<file path="src/rtl/mem_access_unit.sv">
`default_nettype none
// ============================================================================
//  Module      : mem_access_unit
//  Description : Load/store unit between a CPU pipeline and a single-port
//                SRAM. Accepts one operation at a time, checks it for
//                illegal/misaligned exceptions, issues one SRAM access with
//                lane-aligned byte enables and replicated store data, and
//                returns sign/zero-extended load data after RD_LAT cycles.
//  Ports       : clk, reset          - clock, synchronous active-high reset
//                req_*               - operation request (valid/ready)
//                resp_*              - single-cycle completion, data, exception
//                stall               - pipeline hold request
//                sram_*              - SRAM strobe, byte enables, address, data
//  Revision    : 1.0 - initial release
// ============================================================================
module mem_access_unit #(
    parameter int DATA_W = 32,
    parameter int ADDR_W = 32,
    parameter int RD_LAT = 1
) (
    input  logic                clk,
    input  logic                reset,
    input  logic                req_valid,
    output logic                req_ready,
    input  logic                req_we,
    input  logic [2:0]          req_op,
    input  logic [ADDR_W-1:0]   req_addr,
    input  logic [DATA_W-1:0]   req_wdata,
    output logic                resp_valid,
    output logic [DATA_W-1:0]   resp_rdata,
    output logic [1:0]          resp_exc,
    output logic                stall,
    output logic                sram_en,
    output logic [DATA_W/8-1:0] sram_wen,
    output logic [ADDR_W-1:0]   sram_addr,
    output logic [DATA_W-1:0]   sram_wdata,
    input  logic [DATA_W-1:0]   sram_rdata
);

    localparam int NB     = DATA_W / 8;
    localparam int LANE_W = $clog2(NB);
    localparam int CNT_W  = $clog2(RD_LAT + 1);

    localparam logic [1:0] S_IDLE  = 2'd0;
    localparam logic [1:0] S_ISSUE = 2'd1;
    localparam logic [1:0] S_WAIT  = 2'd2;
    localparam logic [1:0] S_RESP  = 2'd3;

    localparam logic [1:0] EXC_OK    = 2'b00;
    localparam logic [1:0] EXC_ALIGN = 2'b01;
    localparam logic [1:0] EXC_ILL   = 2'b10;

    logic [1:0]        state_q, state_d;
    logic [2:0]        op_q;
    logic              we_q;
    logic [LANE_W-1:0] lane_q;
    logic [1:0]        exc_q;
    logic [CNT_W-1:0]  cnt_q;
    logic [DATA_W-1:0] rdata_q;
    logic [ADDR_W-1:0] addr_q;
    logic [NB-1:0]     wen_q;
    logic [DATA_W-1:0] wdata_q;

    logic              w_accept;
    logic              w_illegal;
    logic              w_misal;
    logic [1:0]        w_exc;
    logic [LANE_W-1:0] w_lane;
    logic [NB-1:0]     w_size_mask;
    logic [NB-1:0]     w_wen;
    logic [DATA_W-1:0] w_wdata_rep;
    logic [DATA_W-1:0] w_shift;
    logic [DATA_W-1:0] w_load_ext;

    // ------------------------------------------------------------------
    // Request decode
    // ------------------------------------------------------------------
    assign w_accept = req_valid && (state_q == S_IDLE);
    assign w_lane   = req_addr[LANE_W-1:0];

    // Doubleword only exists on a 64-bit SRAM; unsigned stores are meaningless.
    assign w_illegal = (req_op == 3'b111)
                    || ((req_op == 3'b011) && (DATA_W == 32))
                    || (req_we && req_op[2]);

    always_comb begin
        w_misal     = 1'b0;
        w_size_mask = '0;
        w_wdata_rep = req_wdata;
        case (req_op[1:0])
            2'b00: begin
                w_misal     = 1'b0;
                w_size_mask = NB'(1);
                w_wdata_rep = {NB{req_wdata[7:0]}};
            end
            2'b01: begin
                w_misal     = req_addr[0];
                w_size_mask = NB'(2'b11);
                w_wdata_rep = {(DATA_W/16){req_wdata[15:0]}};
            end
            2'b10: begin
                w_misal     = |req_addr[1:0];
                w_size_mask = NB'(4'hF);
                w_wdata_rep = {(DATA_W/32){req_wdata[31:0]}};
            end
            default: begin
                w_misal     = |req_addr[2:0];
                w_size_mask = '1;
                w_wdata_rep = req_wdata;
            end
        endcase
    end

    // Illegal wins over misaligned.
    assign w_exc = w_illegal ? EXC_ILL : (w_misal ? EXC_ALIGN : EXC_OK);
    assign w_wen = req_we ? (w_size_mask << w_lane) : '0;

    // ------------------------------------------------------------------
    // Load data lane extraction and extension
    // ------------------------------------------------------------------
    assign w_shift = sram_rdata >> {lane_q, 3'b000};

    always_comb begin
        w_load_ext = w_shift;
        case (op_q)
            3'b000:  w_load_ext = DATA_W'($signed(w_shift[7:0]));
            3'b001:  w_load_ext = DATA_W'($signed(w_shift[15:0]));
            3'b010:  w_load_ext = DATA_W'($signed(w_shift[31:0]));
            3'b100:  w_load_ext = DATA_W'(w_shift[7:0]);
            3'b101:  w_load_ext = DATA_W'(w_shift[15:0]);
            3'b110:  w_load_ext = DATA_W'(w_shift[31:0]);
            default: w_load_ext = w_shift;
        endcase
    end

    // ------------------------------------------------------------------
    // FSM: state register
    // ------------------------------------------------------------------
    always_ff @(posedge clk) begin
        if (reset) begin
            state_q <= S_IDLE;
        end else begin
            state_q <= state_d;
        end
    end

    // ------------------------------------------------------------------
    // FSM: next state
    // ------------------------------------------------------------------
    always_comb begin
        state_d = state_q;
        case (state_q)
            S_IDLE: begin
                if (req_valid) begin
                    // Excepting operations never touch the SRAM.
                    state_d = (w_exc != EXC_OK) ? S_RESP : S_ISSUE;
                end
            end
            S_ISSUE: state_d = we_q ? S_RESP : S_WAIT;
            S_WAIT:  state_d = (cnt_q == '0) ? S_RESP : S_WAIT;
            default: state_d = S_IDLE;
        endcase
    end

    // ------------------------------------------------------------------
    // FSM: outputs
    // ------------------------------------------------------------------
    always_comb begin
        req_ready  = (state_q == S_IDLE);
        resp_valid = (state_q == S_RESP);
        resp_exc   = (state_q == S_RESP) ? exc_q : EXC_OK;
        sram_en    = (state_q == S_ISSUE);
        sram_wen   = (state_q == S_ISSUE) ? wen_q : '0;
        stall      = (req_valid && (state_q != S_IDLE))
                  || (state_q == S_ISSUE) || (state_q == S_WAIT);
    end

    assign resp_rdata = rdata_q;
    assign sram_addr  = addr_q;
    assign sram_wdata = wdata_q;

    // ------------------------------------------------------------------
    // Datapath registers
    // ------------------------------------------------------------------
    always_ff @(posedge clk) begin
        if (reset) begin
            op_q    <= '0;
            we_q    <= 1'b0;
            lane_q  <= '0;
            exc_q   <= EXC_OK;
            cnt_q   <= '0;
            rdata_q <= '0;
            addr_q  <= '0;
            wen_q   <= '0;
            wdata_q <= '0;
        end else begin
            if (w_accept) begin
                op_q   <= req_op;
                we_q   <= req_we;
                lane_q <= w_lane;
                exc_q  <= w_exc;
                if (w_exc != EXC_OK) begin
                    // Response appears next cycle, so clear the data now.
                    rdata_q <= '0;
                end else begin
                    addr_q  <= {req_addr[ADDR_W-1:LANE_W], {LANE_W{1'b0}}};
                    wen_q   <= w_wen;
                    wdata_q <= w_wdata_rep;
                end
            end

            if (state_q == S_ISSUE) begin
                cnt_q <= CNT_W'(RD_LAT - 1);
                if (we_q) begin
                    rdata_q <= '0;
                end
            end

            if (state_q == S_WAIT) begin
                if (cnt_q == '0) begin
                    rdata_q <= w_load_ext;
                end else begin
                    cnt_q <= cnt_q - 1'b1;
                end
            end
        end
    end

endmodule
`default_nettype wire

</file>
<file path="config.mk">
export PLATFORM = sky130hd
export DESIGN_NAME = mem_access_unit
export DESIGN_NICKNAME = d
export VERILOG_FILES = /design/src/rtl/mem_access_unit.sv
export SDC_FILE = /design/constraint.sdc
export NUM_CORES = 1
export LEC_CHECK = 0
export ABC_AREA = 1
export CAP_MARGIN = 20
export CORE_ASPECT_RATIO = 1.1
export CORE_UTILIZATION = 40
export DETAILED_ROUTE_END_ITERATION = 10
export GPL_TIMING_DRIVEN = 0
export PLACE_DENSITY = 0.73
export SLEW_MARGIN = 20
export SYNTH_ARGS = -nofsm -noshare
export SYNTH_HDL_FRONTEND = slang
export SYNTH_SLANG_ARGS = --single-unit
</file>
<file path="constraint.sdc">
create_clock -name clk -period 2.3 [get_ports clk]
set_clock_uncertainty 0.05 [all_clocks]
set_input_delay 0.46 -clock clk [delete_from_list [all_inputs] [get_ports clk]]
set_output_delay 0.46 -clock clk [all_outputs]
set_load 0.05 [all_outputs]
</file>
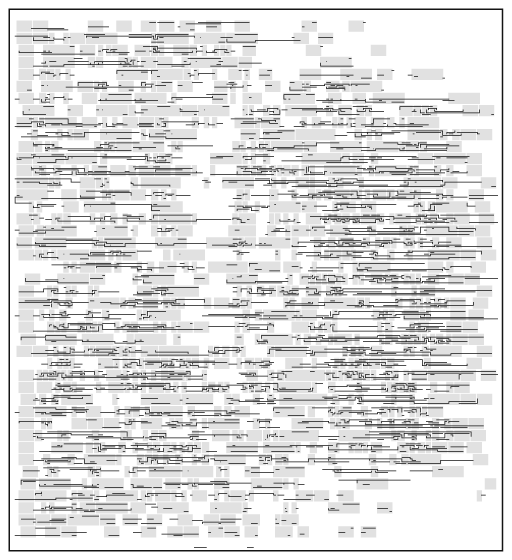
Figure 1: the metal 1 layer.
Cells faint in the background.
wire length on this layer = 6720 um
main direction = horizontal
longest straight run = 28.1 um

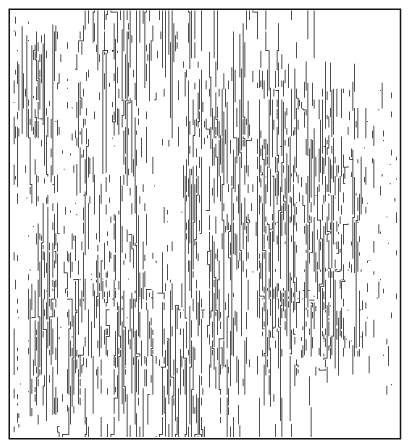
Figure 2: met2 routing.
wire length on this layer = 7910 um
main direction = vertical
longest straight run = 52.0 um
nets with wire on the layer = 880
share of all routed wire = 47%

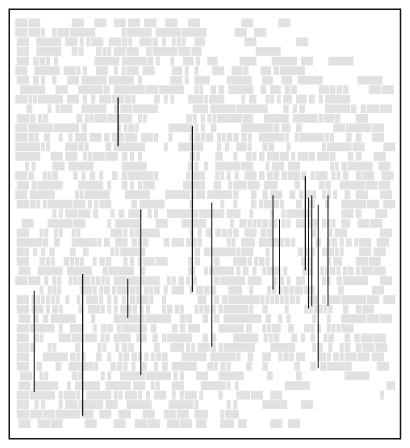
Figure 3: signal wires on met4.
Cells faint in the background.
share of all routed wire = 2.6%
nets with wire on the layer = 12
wire length on this layer = 442 um

==> run summary <==
Status on the layout run. The run finished, with violations left. The checks that failed: DRC. Total number of sequential cells landed at ~110. Per the timing report, the achievable frequency comes out to around 450 MHz. Global route summary, busiest routing layer listed as met2. Number of cells on the worst hold path landed at 2. On the worst path, the slowest cell contributes a delay of 570 ps. Count of library flops with an enable pin landed at 0. Total clock buffers created by CTS landed at 9. The switching portion of total power comes to 0.4347. Post-cts resize count landed at 18. Grouping stages by cell kind, the critical path spends the most delay in buffers and inverters. Among all cell classes, the greatest summed area belongs to multi-input combinational cells. Worst hold margin landed at 396.9 ps. Total number of multi-input combinational cells landed at between 500 and 600. For this block, the routed nets add up to roughly 17000 um of wire. The worst hold path terminates at cnt_q$_SDFF_PP0_. The layout report gives the multi-input gate share of total cell area as 0.3393. For reference, the most critical setup path is categorized as flop to output port.

Worst path required time landed at roughly 1800 ps. Routing resource usage on met2 recorded by global route was 0.4375. Internal portion of total power landed at between 4 and 5 mW. Adding up every negative setup slack in the final design gives 0 ps. Remaining design rule violation count landed at 26. The number of different library cells used by synthesis comes to 27. Reported leakage power landed at between 3 and 4 nW. After detailed routing, the met3 layer carries between 1500 and 2000 um of wire. After the last flow step, the layout net total stands at about 1.1k. The tightest min-delay check is of the flop to flop type.

Initial antenna violation count landed at 0. The final layout report lists a non-clock inverter count of 30. The worst register-to-register path begins at state_q[1]$_SDFFE_PP0P_. The area growth from synthesis to layout is 49.07%. Endpoints with negative setup slack in the final report add up to 0.

Total clock sinks landed at about 110. Per the layout area report, the sequential fraction of cell area is 0.2796. Placed wire-length estimate landed at approximately 13000 um. The synthesized netlist was found by Yosys to have 764 cells. Met3 layer usage reported by global route landed at 0.09353. Share of total power in sequential cells landed at 0.307. Count of state elements after synthesis landed at between 100 and 150. Cts-stage hold buffer count landed at 0.

After floorplanning, the core was sized to cover 0.01270 sq mm. Met2 wire length landed at roughly 7900 um. Instance count on the critical path landed at 3. Power per cell area landed at ~1000 mW/mm^2.

Arithmetic-cell share of the synthesized area counting full adders, half adders and majority gates landed at 0.009560. STA classifies the critical path endpoint as an output port. Per the final report, the share of cell area in non-clock buffers is 0.3006. Leaving out filler cells and counting taps, the final layout contains around 1.1k. The largest total area in the synthesized netlist belongs to dfxtp_1.

The design received a total of 157 well taps at floorplan. TritonCTS built the clock tree. The number of global-route vias before repair came to 5520. By area, the combinational part of the netlist is dominated by simple AND/OR/NAND/NOR gates. Ratio of cells with drive above 1 in the final layout landed at 0.08519. Total power after layout landed at roughly 7.7 mW. Per STA, the startpoint of the critical path is state_q[1]$_SDFFE_PP0P_. Post-synth area from yosys stat landed at approximately 0.0052 sq mm.

Number of violations reported at the end of detailed-routing iteration 0 landed at roughly 300. Per the timing report, the biggest fanout along the worst path comes to 7. Per the placement log, port buffering inserted 205 buffers.

Overall chip area landed at about 0.014 sq mm. Detail-routed via count per cell landed at approximately 5. Multi-input combinational cell area landed at roughly 0.0026 sq mm. According to the floorplan report, the die width is ~110 um.

Number of instances in the synthesized netlist landed at 764. Post-route worst setup slack landed at 71.80 ps. Together, buffers and inverters on the worst path number 2. In this run the cell area of the synthesized design comes to 0.005235 sq mm. Mean post-synth cell area landed at between 6 and 7 sq um.

Combinational power landed at 3.67 mW. STA lists the endpoint of the worst register-to-register path as resp_rdata[30]$_SDFF_PP0_. The launch point of the worst min-delay path is recorded as cnt_q$_SDFF_PP0_. The report lists the number of standard-cell rows as 43. Entering global routing, the biggest net connects 19 pins.

First-pass GRT wire length landed at 26810 um. Share of the core filled with cells landed at 0.6146. Of the total synthesized cell area, the portion taken by XOR and XNOR cells is 0. The H-tree was split into 3 levels. met1 track demand over resource after global routing is 0.2822. Routed signal wires occupy layers up through met4. Total global-route track usage over all layers is 0.2522. Clock-net power landed at approximately 1.7 mW.

After detailed placement, the design holds a cell count of roughly 1.1k. The most common logic cell in the final layout is nand2_1. Number of cell instances on the worst register-to-register path landed at 8. After layout, the clock buffer instance count stands at 11. Number of buffers inserted to repair setup after CTS landed at 0. The share of synthesized area in the top cell type comes to 0.4168. The largest part of the power goes to combinational cells. Number of antenna-violating nets in the routed design landed at 0. Tally of yosys warning messages landed at 0. At the floorplan stage, the core utilization is reported as 0.4123.

On the worst setup and hold paths after CTS, the clock-pin slew comes to approximately 70 ps. In the layout the commonest cells are nand2_1, clkdlybuf4s50_1, nor2_1, dfxtp_1, o21ai_0. The placed instances occupy a cell area of around 0.0075 sq mm. Per the post-place timing report, worst setup slack is -201.4 ps. The timing report shows that the slowest cell on the worst path is dlygate4sd2_1.
Power is estimated from default activity; no workload was simulated.
